$ cat src/rtl/pc_flow_pkg.sv
// Shared opcodes, check indices and monitor FSM states
// for the next-PC flow checker.
package pc_flow_pkg;

  localparam int NUM_CHECKS = 4;

  localparam logic [6:0] OPC_JAL    = 7'b1101111;
  localparam logic [6:0] OPC_JALR   = 7'b1100111;
  localparam logic [6:0] OPC_BRANCH = 7'b1100011;

  typedef enum logic [1:0] {
    CHK_JAL      = 2'd0,
    CHK_BR_TAKEN = 2'd1,
    CHK_JALR_EX  = 2'd2,
    CHK_BR_NT    = 2'd3
  } check_e;

  typedef enum logic [1:0] {
    MONITOR = 2'd0,
    ERRSEEN = 2'd1,
    HALT    = 2'd2
  } mon_state_e;

endpackage

$ cat src/rtl/pc_flow_monitor_if.sv
// Observed IF/ID/EX signals feeding the next-PC monitor.
// The pipeline is master; the monitor is a pure slave.
interface pc_flow_monitor_if #(
  parameter int XLEN = 32
);
  logic [31:0]     instruction_id_i;
  logic            branch_condition_i;
  logic            stall_i;
  logic            id_ex_flush_i;
  logic [XLEN-1:0] pc_reg_if_i;
  logic [XLEN-1:0] pc_reg_id_i;
  logic [XLEN-1:0] pc_next_if_i;
  logic [XLEN-1:0] alu_result_ex_i;
  logic [XLEN-1:0] branch_adder_id_i;

  modport master (
    output instruction_id_i, branch_condition_i,
    output stall_i, id_ex_flush_i,
    output pc_reg_if_i, pc_reg_id_i, pc_next_if_i,
    output alu_result_ex_i, branch_adder_id_i
  );

  modport slave (
    input instruction_id_i, branch_condition_i,
    input stall_i, id_ex_flush_i,
    input pc_reg_if_i, pc_reg_id_i, pc_next_if_i,
    input alu_result_ex_i, branch_adder_id_i
  );
endinterface

$ cat src/rtl/sat_counter.sv
// Saturating up-counter with synchronous clear and freeze.
module sat_counter #(
  parameter int W = 16
) (
  input  logic         clk,
  input  logic         reset,
  input  logic         inc,
  input  logic         clr,
  input  logic         frz,
  output logic [W-1:0] cnt_o
);

  logic [W-1:0] r_cnt;

  always_ff @(posedge clk) begin
    if (reset || clr) begin
      r_cnt <= '0;
    end else if (inc && !frz && (r_cnt != {W{1'b1}})) begin
      r_cnt <= r_cnt + 1'b1;
    end
  end

  assign cnt_o = r_cnt;

endmodule

$ cat src/rtl/pc_flow_monitor.sv
// Runtime checker for next-PC selection: JAL, taken and
// not-taken branches, and JALR redirects from EX.
module pc_flow_monitor
  import pc_flow_pkg::*;
#(
  parameter int XLEN        = 32,
  parameter int EX_LAT      = 1,
  parameter int CNT_W       = 16,
  parameter bit HALT_ON_ERR = 1'b0
) (
  input  logic                  clk,
  input  logic                  reset,
  input  logic                  enable_i,
  input  logic                  clear_i,
  pc_flow_monitor_if.slave      bus,
  output logic [3:0]            err_sticky_o,
  output logic [3:0]            err_pulse_o,
  output logic [4*CNT_W-1:0]    err_cnt_o,
  output logic [CNT_W-1:0]      chk_cnt_o,
  output logic [XLEN-1:0]       first_err_pc_o,
  output logic [1:0]            first_err_id_o,
  output logic                  halted_o
);

  mon_state_e r_state, w_state_nxt;

  logic [6:0]      w_opc;
  logic            w_br_tk;
  logic            w_load;
  logic            w_mature;
  logic            w_eval;
  logic            w_is_jal, w_is_bt, w_is_bn;
  logic [3:0]      w_chk;
  logic [3:0]      w_mis_vec;
  logic            w_mis;
  logic [1:0]      w_chk_id;
  logic [XLEN-1:0] w_exp;
  logic            w_cap;
  logic            w_frz;

  logic [EX_LAT-1:0] r_jalr_v;
  logic [EX_LAT:0]   w_jalr_sh;

  logic [3:0]      r_pulse, r_sticky;
  logic [XLEN-1:0] r_fpc;
  logic [1:0]      r_fid;

  assign w_opc   = bus.instruction_id_i[6:0];
  assign w_br_tk = bus.instruction_id_i[12] ^ bus.branch_condition_i;

  // JALR valid pipe tracks even in HALT and across clear
  assign w_load = (w_opc == OPC_JALR) && enable_i
               && !bus.stall_i && !bus.id_ex_flush_i;
  assign w_jalr_sh = {r_jalr_v, w_load};
  assign w_mature  = r_jalr_v[EX_LAT-1] && !bus.stall_i;

  always_ff @(posedge clk) begin
    if (reset) begin
      r_jalr_v <= '0;
    end else if (!bus.stall_i) begin
      r_jalr_v <= w_jalr_sh[EX_LAT-1:0];
    end
  end

  assign w_eval   = enable_i && !bus.stall_i && (r_state != HALT);
  assign w_is_jal = !w_mature && (w_opc == OPC_JAL);
  assign w_is_bt  = !w_mature && (w_opc == OPC_BRANCH) && w_br_tk;
  assign w_is_bn  = !w_mature && (w_opc == OPC_BRANCH) && !w_br_tk;

  always_comb begin
    w_chk    = '0;
    w_exp    = '0;
    w_chk_id = '0;
    if (w_eval) begin
      unique case (1'b1)
        w_mature: begin
          w_chk[CHK_JALR_EX] = 1'b1;
          w_exp    = bus.alu_result_ex_i;
          w_chk_id = CHK_JALR_EX;
        end
        w_is_jal: begin
          w_chk[CHK_JAL] = 1'b1;
          w_exp    = bus.branch_adder_id_i;
          w_chk_id = CHK_JAL;
        end
        w_is_bt: begin
          w_chk[CHK_BR_TAKEN] = 1'b1;
          w_exp    = bus.branch_adder_id_i;
          w_chk_id = CHK_BR_TAKEN;
        end
        w_is_bn: begin
          w_chk[CHK_BR_NT] = 1'b1;
          w_exp    = bus.pc_reg_if_i + XLEN'(4);
          w_chk_id = CHK_BR_NT;
        end
        default: ;
      endcase
    end
  end

  assign w_mis_vec = (bus.pc_next_if_i != w_exp) ? w_chk : 4'b0;
  assign w_mis     = |w_mis_vec;

  always_ff @(posedge clk) begin
    if (reset) begin
      r_state <= MONITOR;
    end else begin
      r_state <= w_state_nxt;
    end
  end

  always_comb begin
    w_state_nxt = r_state;
    w_cap       = 1'b0;
    if (clear_i) begin
      w_state_nxt = MONITOR;
    end else begin
      unique case (r_state)
        MONITOR: begin
          if (w_mis) begin
            w_cap       = 1'b1;
            w_state_nxt = HALT_ON_ERR ? HALT : ERRSEEN;
          end
        end
        ERRSEEN: ;
        HALT:    ;
        default: w_state_nxt = MONITOR;
      endcase
    end
  end

  always_ff @(posedge clk) begin
    if (reset || clear_i) begin
      r_pulse  <= '0;
      r_sticky <= '0;
      r_fpc    <= '0;
      r_fid    <= '0;
    end else begin
      r_pulse  <= w_mis_vec;
      r_sticky <= r_sticky | w_mis_vec;
      if (w_cap) begin
        r_fpc <= bus.pc_reg_id_i;
        r_fid <= w_chk_id;
      end
    end
  end

  assign w_frz = (r_state == HALT);

  for (genvar k = 0; k < NUM_CHECKS; k++) begin : g_err
    sat_counter #(.W(CNT_W)) u_err (
      .clk   (clk),
      .reset (reset),
      .inc   (w_mis_vec[k]),
      .clr   (clear_i),
      .frz   (w_frz),
      .cnt_o (err_cnt_o[k*CNT_W +: CNT_W])
    );
  end

  sat_counter #(.W(CNT_W)) u_chk (
    .clk   (clk),
    .reset (reset),
    .inc   (|w_chk),
    .clr   (clear_i),
    .frz   (w_frz),
    .cnt_o (chk_cnt_o)
  );

  assign err_sticky_o   = r_sticky;
  assign err_pulse_o    = r_pulse;
  assign first_err_pc_o = r_fpc;
  assign first_err_id_o = r_fid;
  assign halted_o       = (r_state == HALT);

endmodule

$ cat src/flat_wrapper.sv
// flat-port wrapper written by rule: the top's interface ports become plain ports
module pc_flow_monitor_flat import pc_flow_pkg::*;
#(
  parameter int XLEN        = 32,
  parameter int EX_LAT      = 1,
  parameter int CNT_W       = 16,
  parameter bit HALT_ON_ERR = 1'b0
)
  (clk, reset, enable_i, clear_i, err_sticky_o, err_pulse_o, err_cnt_o, chk_cnt_o, first_err_pc_o, first_err_id_o, halted_o, bus_instruction_id_i, bus_branch_condition_i, bus_stall_i, bus_id_ex_flush_i, bus_pc_reg_if_i, bus_pc_reg_id_i, bus_pc_next_if_i, bus_alu_result_ex_i, bus_branch_adder_id_i);
  pc_flow_monitor_if #(.XLEN(XLEN)) bus_i ();
  input  logic clk;
  input  logic reset;
  input  logic enable_i;
  input  logic clear_i;
  output logic [3:0] err_sticky_o;
  output logic [3:0] err_pulse_o;
  output logic [4*CNT_W-1:0] err_cnt_o;
  output logic [CNT_W-1:0] chk_cnt_o;
  output logic [XLEN-1:0] first_err_pc_o;
  output logic [1:0] first_err_id_o;
  output logic halted_o;
  input wire logic [$bits(bus_i.instruction_id_i)-1:0] bus_instruction_id_i;
  input wire logic [$bits(bus_i.branch_condition_i)-1:0] bus_branch_condition_i;
  input wire logic [$bits(bus_i.stall_i)-1:0] bus_stall_i;
  input wire logic [$bits(bus_i.id_ex_flush_i)-1:0] bus_id_ex_flush_i;
  input wire logic [$bits(bus_i.pc_reg_if_i)-1:0] bus_pc_reg_if_i;
  input wire logic [$bits(bus_i.pc_reg_id_i)-1:0] bus_pc_reg_id_i;
  input wire logic [$bits(bus_i.pc_next_if_i)-1:0] bus_pc_next_if_i;
  input wire logic [$bits(bus_i.alu_result_ex_i)-1:0] bus_alu_result_ex_i;
  input wire logic [$bits(bus_i.branch_adder_id_i)-1:0] bus_branch_adder_id_i;
  assign bus_i.instruction_id_i = bus_instruction_id_i;
  assign bus_i.branch_condition_i = bus_branch_condition_i;
  assign bus_i.stall_i = bus_stall_i;
  assign bus_i.id_ex_flush_i = bus_id_ex_flush_i;
  assign bus_i.pc_reg_if_i = bus_pc_reg_if_i;
  assign bus_i.pc_reg_id_i = bus_pc_reg_id_i;
  assign bus_i.pc_next_if_i = bus_pc_next_if_i;
  assign bus_i.alu_result_ex_i = bus_alu_result_ex_i;
  assign bus_i.branch_adder_id_i = bus_branch_adder_id_i;
  pc_flow_monitor #(.XLEN(XLEN), .EX_LAT(EX_LAT), .CNT_W(CNT_W), .HALT_ON_ERR(HALT_ON_ERR)) u_core (.clk(clk), .reset(reset), .enable_i(enable_i), .clear_i(clear_i), .bus(bus_i), .err_sticky_o(err_sticky_o), .err_pulse_o(err_pulse_o), .err_cnt_o(err_cnt_o), .chk_cnt_o(chk_cnt_o), .first_err_pc_o(first_err_pc_o), .first_err_id_o(first_err_id_o), .halted_o(halted_o));
endmodule
$ cat config.mk
export PLATFORM = sky130hd
export DESIGN_NAME = pc_flow_monitor_flat
export DESIGN_NICKNAME = d
export VERILOG_FILES = /design/src/rtl/pc_flow_pkg.sv /design/src/rtl/pc_flow_monitor_if.sv /design/src/rtl/sat_counter.sv /design/src/rtl/pc_flow_monitor.sv /design/src/flat_wrapper.sv
export SDC_FILE = /design/constraint.sdc
export NUM_CORES = 1
export LEC_CHECK = 0
export ABC_AREA = 0
export CAP_MARGIN = 20
export CELL_PAD_IN_SITES_DETAIL_PLACEMENT = 2
export CELL_PAD_IN_SITES_GLOBAL_PLACEMENT = 2
export CORE_MARGIN = 1
export CORE_UTILIZATION = 24
export DETAILED_ROUTE_END_ITERATION = 8
export HOLD_SLACK_MARGIN = 0.06
export PLACE_DENSITY = 0.86
export SLEW_MARGIN = 20
export SYNTH_ARGS = -nofsm -noshare
export SYNTH_HDL_FRONTEND = slang
export SYNTH_SLANG_ARGS = --single-unit
$ cat constraint.sdc
create_clock -name clk -period 11.8 [get_ports clk]
set_clock_uncertainty 0.1 [all_clocks]
set_input_delay 1.77 -clock clk [delete_from_list [all_inputs] [get_ports clk]]
set_output_delay 1.77 -clock clk [all_outputs]
set_load 0.01 [all_outputs]
==> run_1/met1.png <==
Bar = 50 µm. Supply wires on this layer in grey.
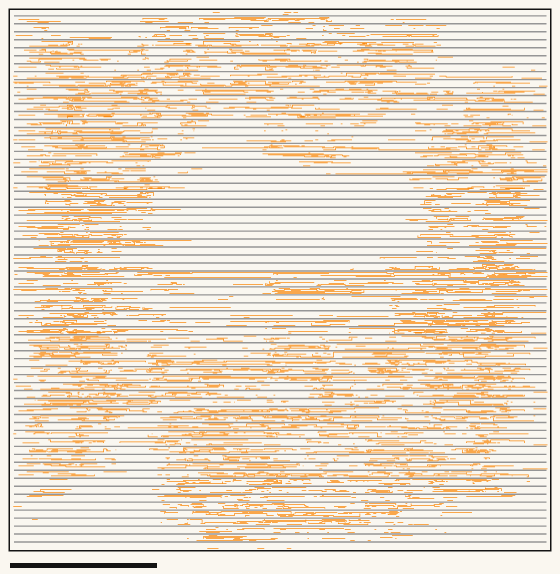
share of all routed wire = 41%
longest straight run = 77.7 µm
nets with wire on the layer = 1278
main direction = horizontal
wire length on this layer = 15400 µm
WL final: 37660 µm
DR vias: 9386
GR Util met1: 25.04%

==> run_1/met2.png <==
Bar = 50 µm.
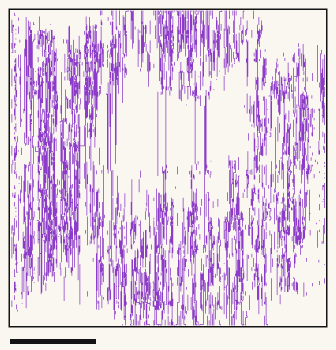
nets with wire on the layer = 1374
wire length on this layer = 18700 µm
longest straight run = 83.0 µm
share of all routed wire = 50%
main direction = vertical

==> run_1/met3.png <==
Cells faint in the background.
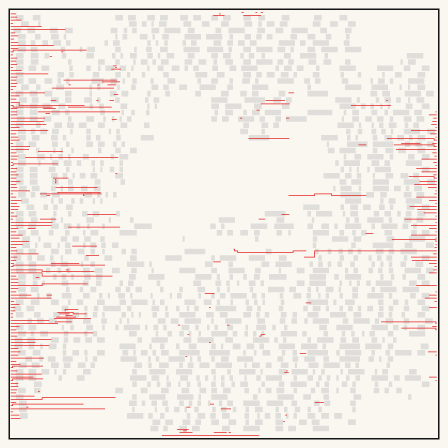
share of all routed wire = 5.5%
main direction = horizontal
longest straight run = 52.4 µm
wire length on this layer = 2070 µm
nets with wire on the layer = 246

==> results.json, run 1 <==
{
  "nNetsFinal": 1463,
  "post_cts_buffers": 0,
  "path_depth": 14,
  "core_area_mm2": 0.03262,
  "layout_top_cells": "296 x clkdlybuf4s50_1, 123 x dfxtp_1, 95 x a21oi_1",
  "place_area_mm2": 0.01121,
  "grt.total_usage_pct": 22.36,
  "end_kind": "flip-flop",
  "yosysUniqueCellTypes": 69,
  "ys_cells": 1004,
  "grt_pass1_vias": 10155,
  "clock_path_buffers": 2,
  "die_h_um": 184.2,
  "async_flop_share_pct": 0,
  "ys.warnings.count": 0,
  "cp.required_ns": 12.04,
  "fp_nets": 1209,
  "hold_viol": 0,
  "power-per-cell-area_mw_per_mm2": 88.37,
  "grt_max_degree": 92,
  "logic_area_mm2": 0.005032,
  "clock_latency_ns": 0.42,
  "critPathLaunch": "bus_stall_i",
  "run_status": "finished clean",
  "ys_seq_share_pct": 31.15,
  "num_antenna_cells": 0,
  "reg2reg_from": "u_core.r_jalr_v",
  "cp_slowest_cell": "buf_4",
  "worstPathArrival_ns": 7.97,
  "flop_cell": "dfxtp_1",
  "cp-endpoint": "u_core.g_err[3].u_err.cnt_o[1]",
  "syn2layout_area_growth_pct": 47.83,
  "rrSetupSlack_ns": 5.50,
  "min_period_over_period_pct": 65.54,
  "edf_count": 0,
  "seq_area_mm2": 0.002486,
  "power_mw": 1.041,
  "std_cell_rows": 66,
  "dp_hpwl_um": 27990,
  "fp_util_pct": 24.43,
  "synthesis.instances": 1004,
  "netlist.area_leader.share_pct": 31.15,
  "critPathMaxStageDelay_ns": 0.77,
  "grt_pass1_wl_um": 58130,
  "critical_path_class": "primary input to flip-flop",
  "avgRoutedWirePerCell_um": 22.01,
  "numPortBuffers": 296,
  "start_kind": "primary input",
  "antenna_found_initial": 0,
  "lay_top_count": "clkdlybuf4s50_1",
  "place_congestion": 0.9430,
  "holdPathStages": 2,
  "ys_seq_elements": 124,
  "overflow": 0,
  "path_buffers": 3
}
-- run 1: sequential cells by signal, indices dropped and copies added (netlist names) --
signal                    count
u_core.err_sticky_o           4
u_core.r_jalr_v               1
u_core.first_err_id_o         2
u_core.first_err_pc_o        32
u_core.r_state                1
u_core.u_chk.cnt_o           16
u_core.g_err.u_err.cnt_o     64
u_core.err_pulse_o            4
-- run 1: synth_stat cells (3+ instances only) --
library cell,count
a211oi_1,3
a21oi_1,95
a221oi_1,10
a222oi_1,5
a22o_1,3
a31oi_1,5
a32oi_1,5
and2_1,9
and3_1,30
and4_1,8
buf_2,4
buf_4,3
buf_6,14
clkbuf_1,55
dfxtp_1,124
ha_1,6
inv_1,20
mux2i_1,23
nand2_1,75
nand2b_1,4
nand3_1,66
nand4_1,29
nand4b_1,35
nor2_1,54
nor2b_1,5
nor3_1,33
nor4_1,16
o2111ai_1,3
o211ai_1,4
o21a_1,5
o21ai_0,24
o21ai_1,9
o22ai_1,3
o31ai_1,65
or3_1,37
or4_1,37
xnor2_1,17
xor2_1,19
-- run 1: logic make-up after synthesis --
group | after synthesis | share of synthesized area, %
simple gates | 452 | 32.54
compound gates | 265 | 22.29
flops | 124 | 31.15
buf+inv | 96 | 6.044
xor+xnor | 36 | 3.956
mux | 24 | 3.030
fa+ha+maj | 6 | 0.9419
other cells | 1 | 0.04705
-- run 1: final cells by class --
type | count | share of cell area (%)
Clock inverter | 7 | 0.5522
Inverter | 20 | 0.6371
Timing Repair Buffer | 311 | 26.17
Multi-Input combinational cell | 784 | 42.71
Clock buffer | 23 | 4.141
Tap cell | 442 | 4.694
Sequential cell | 124 | 21.10
-- run 1: worst min path at each step --
stage                                 startpoint                      to  slack [ns]
after floorplan           u_core.err_sticky_o[2]  u_core.err_sticky_o[2]        0.37
after global placement    u_core.err_sticky_o[2]  u_core.err_sticky_o[2]        0.34
after detailed placement  u_core.err_sticky_o[2]  u_core.err_sticky_o[2]        0.36
after CTS                 u_core.err_sticky_o[2]  u_core.err_sticky_o[2]        0.37
after global routing      u_core.err_sticky_o[2]  u_core.err_sticky_o[2]        0.39
final                     u_core.err_sticky_o[2]  u_core.err_sticky_o[2]        0.35
-- run 1: tightest hold or removal path: stages (launching register included) --
cell	delay, ns
dfxtp_1	0.31
inv_1	0.05
a21oi_1	0.05
-- run 1: report_power, final --
part           leakage (nW)  switching [mW]  internal (mW)
clock network         0.271           0.196          0.308
logic                  2.34          0.0537         0.0647
registers             0.999        0.000165          0.419
-- run 1: through the flow --
step / setup WS, ns / util [%] / instances
final: 4.067 / 36.12 / 1711
after global routing: 3.809 / 36.12 / 1711
after CTS: 3.559 / 36.07 / 1710
after detailed placement: 3.172 / 34.37 / 1680
after global placement: 3.280 / 34.37 / 1680
after floorplan: 6.510 / - / 1004
-- run 1: layer usage --
layer	vias up	track usage (%)	wire (µm)
met1	4623	25.04	15370
li1	4370	-	-
met3	71	4.940	2067
met5	-	0	0
met4	0	11.10	1503
met2	322	39.76	18720
==> run_1/final_congestion.png <==
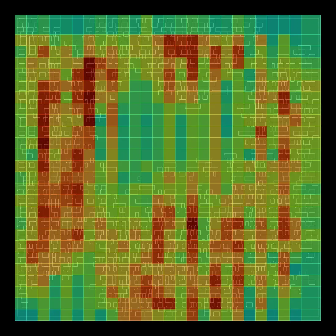

==> run 1 -> run 2 <==
Clock period 11.8 ns to 7.3 ns, I/O delays scaled along.
==> run_2/final_congestion.png <==
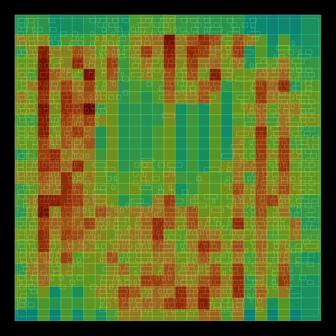
GRT Total Usage: 22.19%
mean routed wirelength per cell: 21.79 µm

==> run 2 against run 1 <==
Effect of this change: sequential power is 62% higher; count of clock-buffer cells in the layout did not move; flip-flop count unchanged; final cell count rose by 0.76%; die area is the same; total power increased by 71%; global-route usage down 0.17 points; first-iteration DRC count decreased by 19%; via count fell by 0.63%.
==> results.json, run 2 <==
{
  "yosysUniqueCellTypes": 69,
  "grt_pass1_vias": 10212,
  "hold_viol": 0,
  "fp_nets": 1209,
  "power-per-cell-area_mw_per_mm2": 148.3,
  "hold_end": "u_core.err_sticky_o[2]",
  "grt_pass1_wl_um": 58170,
  "holdPathStages": 2,
  "run_status": "finished clean",
  "min_from": "u_core.err_sticky_o[2]",
  "ys_sh_adder_pct": 0.9419,
  "syn2layout_area_growth_pct": 50.27,
  "clock_path_buffers": 2,
  "dp_hpwl_um": 28130,
  "ys_seq_share_pct": 31.15,
  "ys_seq_elements": 124,
  "async_flop_share_pct": 0,
  "synth-simple-area-share_pct": 32.54,
  "end_kind": "flip-flop",
  "flop_cell": "dfxtp_1",
  "fp_util_pct": 24.43,
  "common_cells": "124 x dfxtp_1, 95 x a21oi_1, 75 x nand2_1",
  "critical_path_class": "primary input to flip-flop",
  "die_h_um": 184.2,
  "rrSetupSlack_ns": 2.51,
  "core_area_mm2": 0.03262,
  "worstPathArrival_ns": 5.86,
  "lay_top_count": "clkdlybuf4s50_1",
  "reg2reg_from": "u_core.r_jalr_v",
  "antenna_found_initial": 0,
  "yosys-mux-area-fraction_pct": 3.030,
  "place_congestion": 0.9718,
  "place_inst": 1694,
  "ys_sh_xor_pct": 3.956,
  "layout_top_cells": "296 x clkdlybuf4s50_1, 123 x dfxtp_1, 95 x a21oi_1",
  "largest_reg_flops": 64,
  "nNetsFinal": 1476,
  "ys_sh_aoi_pct": 22.29,
  "logic_area_mm2": 0.005032,
  "ys.warnings.count": 0,
  "numPortBuffers": 296
}
==> run_2/met3.png <==
Cells faint in the background.
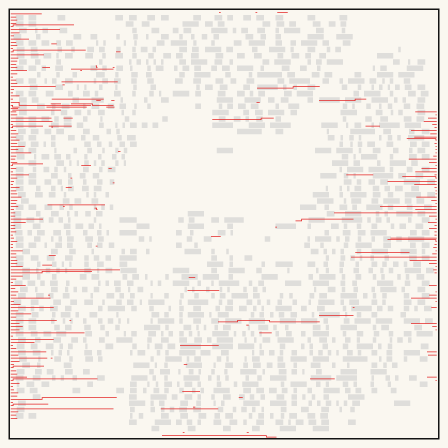
share of all routed wire = 4.8%
nets with wire on the layer = 229

==> run 2: cell counts after synthesis <==
Identical to the previous run, type by type.
==> run 2: worst max-delay path by stage <==
stage / start / endpoint / slack (ns)
after global routing: bus_instruction_id_i[4] / u_core.g_err[0].u_err.cnt_o[0] / 1.36
after detailed placement: bus_instruction_id_i[4] / u_core.g_err[3].u_err.cnt_o[10] / 1.20
after floorplan: bus_stall_i / u_core.err_sticky_o[1] / 2.69
final: bus_instruction_id_i[4] / u_core.g_err[0].u_err.cnt_o[2] / 1.70
after global placement: bus_instruction_id_i[4] / u_core.g_err[1].u_err.cnt_o[2] / 1.26
after CTS: bus_instruction_id_i[4] / u_core.g_err[0].u_err.cnt_o[0] / 1.62
==> run 2: layout make-up <==
| cell class | instances | share of cell area, % |
|---|---|---|
| clock buffers | 23 | 3.907 |
| flip-flops and latches | 124 | 20.76 |
| repair buffers | 324 | 26.91 |
| clock inverters | 7 | 1.160 |
| well taps | 442 | 4.618 |
| multi-input cells | 784 | 42.02 |
| inverters | 20 | 0.6268 |
==> run 2: through the flow <==
step | setup slack [ns] | hold slack, ns | instance area (µm²) | utilization (%) | power, mW
floorplan | 2.685 | 0.3696 | 7970 | - | 0.7432
global placement | 1.263 | 0.3348 | 11370 | 34.85 | 0.8815
detailed placement | 1.201 | 0.3472 | 11370 | 34.85 | 0.8854
CTS | 1.622 | 0.3560 | 11970 | 36.71 | 1.800
global route | 1.356 | 0.3956 | 11980 | 36.72 | 1.836
finish | 1.696 | 0.3533 | 11980 | 36.72 | 1.776
==> run 2: logic make-up (layout without fill, tap and decap cells) <==
group           count (synthesis)  in the layout
compound gates                265            265
xor+xnor                       36             36
fa+ha+maj                       6              6
buf+inv                        96            374
flops                         124            124
mux                            24             24
other cells                     1              1
simple gates                  452            452
==> run 2: worst max-delay path, cell delays in order <==
cell and delay (ns):
clkdlybuf4s50_1 0.48, nand2b_1 0.25, nor3_2 0.09, buf_4 0.19, and2_1 0.28, a222oi_1 0.48, mux2_2 0.38, or4_1 0.52
nor4_1 0.30, buf_4 0.18, o2111ai_2 0.30, or3_2 0.56, buf_4 0.33, nand3_1 0.20, mux2i_1 0.18
==> run 2: layer usage <==
layer	GRT usage, %	vias up	part of all wire (%)
li1	-	4386	-
met5	0	-	0
met4	8.333	0	2.8
met2	39.92	289	50
met3	4.505	45	4.8
met1	25.70	4607	42
==> run 2: report_power, final <==
| part | switching, mW | leakage [nW] | internal (mW) |
|---|---|---|---|
| registers | 0.000263 | 0.999 | 0.677 |
| clock network | 0.319 | 0.297 | 0.585 |
| logic | 0.0879 | 2.41 | 0.106 |
==> run_2/met4.png <==
Bar = 50 µm. Supply wires on this layer in grey.
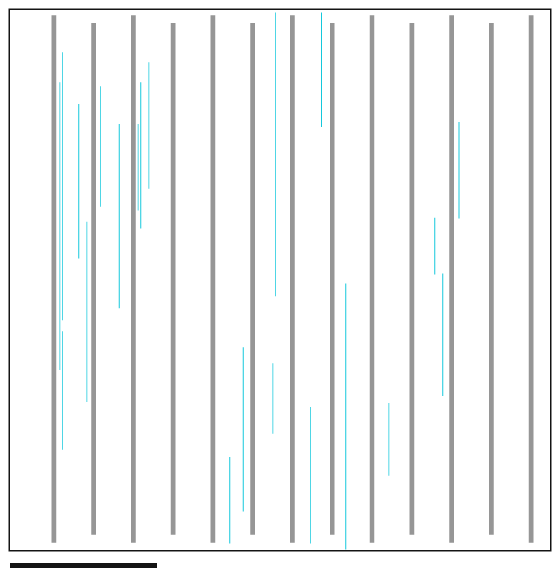

==> run 2 -> run 3 <==
Clock period 7.3 ns to 5.3 ns, I/O delays scaled along.
==> run_3/met4.png <==
Bar = 50 µm. Supply wires on this layer in grey.
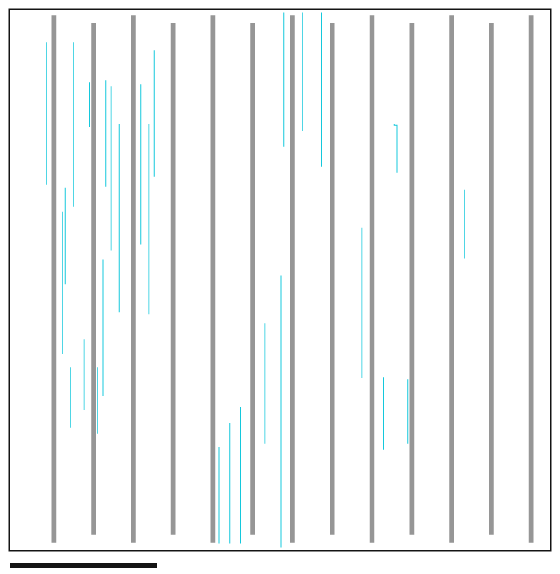
nets with wire on the layer = 23
longest straight run = 92.5 µm
share of all routed wire = 3.0%
wire length on this layer = 1160 µm
DR vias: 9606
WL final: 38870 µm

==> run 3 against run 2 <==
Effect of this change: first-iteration DRC count grew 1.1%; highest routed layer unchanged; hold slack lost 0.0038 ns; global-route usage grew 0.76 points; largest cell class unchanged; sequential power grew 38%; design area grew 1.6%; routed wire length grew 3.5%; final cell count grew 1.6%.
==> results.json, run 3 <==
{
  "largest_reg_flops": 64,
  "place_ws_ns": -0.08219,
  "std_cell_rows": 66,
  "numPortBuffers": 296,
  "edf_count": 0,
  "cp_slowest_cell": "or4_1",
  "ys.warnings.count": 0,
  "async_flop_share_pct": 0,
  "path_depth": 15,
  "flop_cell": "dfxtp_1",
  "final.setup.worst_slack_ns": 0.3586,
  "whs_ns": 0.3495,
  "yosys-mux-area-fraction_pct": 3.030,
  "hold_viol": 0,
  "wl_met2_um": 19680,
  "critical_path_class": "primary input to flip-flop",
  "ys_seq_elements": 124,
  "top_cell": "dfxtp_1",
  "top_logic_kind": "simple AND/OR/NAND/NOR gates",
  "power-per-cell-area_mw_per_mm2": 196.2,
  "ys_sh_xor_pct": 3.956,
  "start_kind": "primary input",
  "post-route-cell-area_mm2": 0.01217,
  "avgRoutedWirePerCell_um": 22.19,
  "grt_pass1_wl_um": 59880,
  "grt_pass1_vias": 10478,
  "end_kind": "flip-flop",
  "dp_hpwl_um": 29460,
  "place_congestion": 0.8941,
  "grt_max_degree": 74,
  "common_cells": "124 x dfxtp_1, 95 x a21oi_1, 75 x nand2_1",
  "fp_util_pct": 24.43,
  "clock_latency_ns": 0.42,
  "die_h_um": 184.2,
  "met1Wirelength_um": 15810,
  "syn2layout_area_growth_pct": 52.68,
  "yosysUniqueCellTypes": 69,
  "grt.total_usage_pct": 22.95,
  "layout_top_cells": "296 x clkdlybuf4s50_1, 123 x dfxtp_1, 95 x a21oi_1",
  "synth-simple-area-share_pct": 32.54,
  "route.met3.wl_um": 2220,
  "ys_sh_adder_pct": 0.9419,
  "lay_top_count": "clkdlybuf4s50_1",
  "power_mw": 2.388,
  "run_status": "finished clean",
  "synthesis.instances": 1004,
  "path_buffers": 4,
  "core_area_mm2": 0.03262,
  "nNetsFinal": 1502,
  "overflow": 0,
  "cp.required_ns": 5.54,
  "ys_seq_share_pct": 31.15
}
==> run_3/met1.png <==
Bar = 50 µm. Supply wires on this layer in grey.
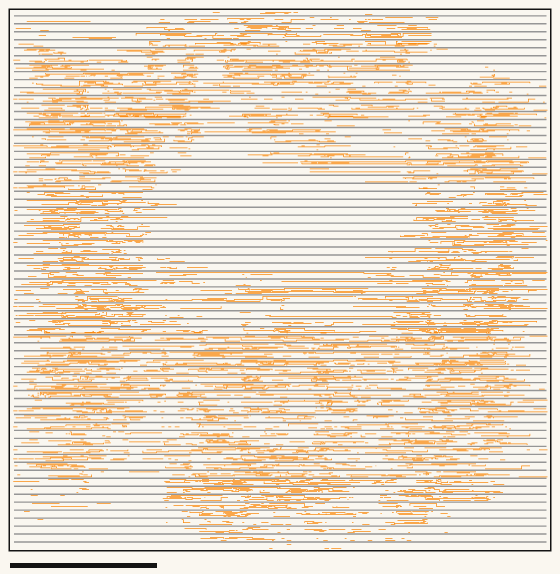
longest straight run = 70.8 µm
main direction = horizontal
nets with wire on the layer = 1319
wire length on this layer = 15800 µm
share of all routed wire = 41%

run 3: where the power goes:
part / switching (mW) / total, mW / internal [mW] / leakage [nW]
registers: 0.000381 / 0.933 / 0.932 / 0.999
clock network: 0.426 / 1.18 / 0.753 / 0.290
logic: 0.123 / 0.277 / 0.154 / 2.55
total: 0.550 / 2.39 / 1.84 / 3.84
run 3: final cells by class:
cell class	instances	area, µm²	share of cell area, %
repair buffers	350	3431	28.19
well taps	442	553.0	4.545
clock buffers	26	509.2	4.185
inverters	20	75.07	0.6169
multi-input cells	784	5032	41.35
clock inverters	6	82.58	0.6786
flip-flops and latches	124	2486	20.43
run 3: worst paths after layout:
check / startpoint / end / slack (ns)
setup / recovery: bus_pc_reg_if_i[4] / u_core.first_err_pc_o[30] / 0.36
hold / removal: u_core.err_sticky_o[2] / u_core.err_sticky_o[2] / 0.35
hold reg to reg: u_core.err_sticky_o[2] / u_core.err_sticky_o[2] / 0.35
setup reg to reg: u_core.r_jalr_v / u_core.first_err_pc_o[30] / 0.93
run 3: through the flow:
stage | TNS (ns) | utilization [%] | instances
floorplan | 0 | - | 1004
global placement | 0 | 35.49 | 1720
detailed placement | -1.108 | 35.49 | 1720
CTS | 0 | 37.30 | 1752
global route | 0 | 37.31 | 1752
finish | 0 | 37.31 | 1752
run 3: logic make-up after synthesis:
kind of cell / after synthesis
simple gates: 452
compound gates: 265
flops: 124
buf+inv: 96
xor+xnor: 36
mux: 24
fa+ha+maj: 6
other cells: 1
run 3: metal layers:
metal,vias to the layer above,track usage [%]
li1,4438,-
met4,0,8.600
met1,4785,25.80
met2,320,41.95
met3,63,5.058
met5,-,0
run 3: tightest hold or removal path: cells and delay by family (launching register included):
family / cells / cell delay [ns]
flops: 1 / 0.31
buf+inv: 1 / 0.05
compound gates: 1 / 0.05
Power figures rest on the tool's default switching activity, not on a simulated workload.
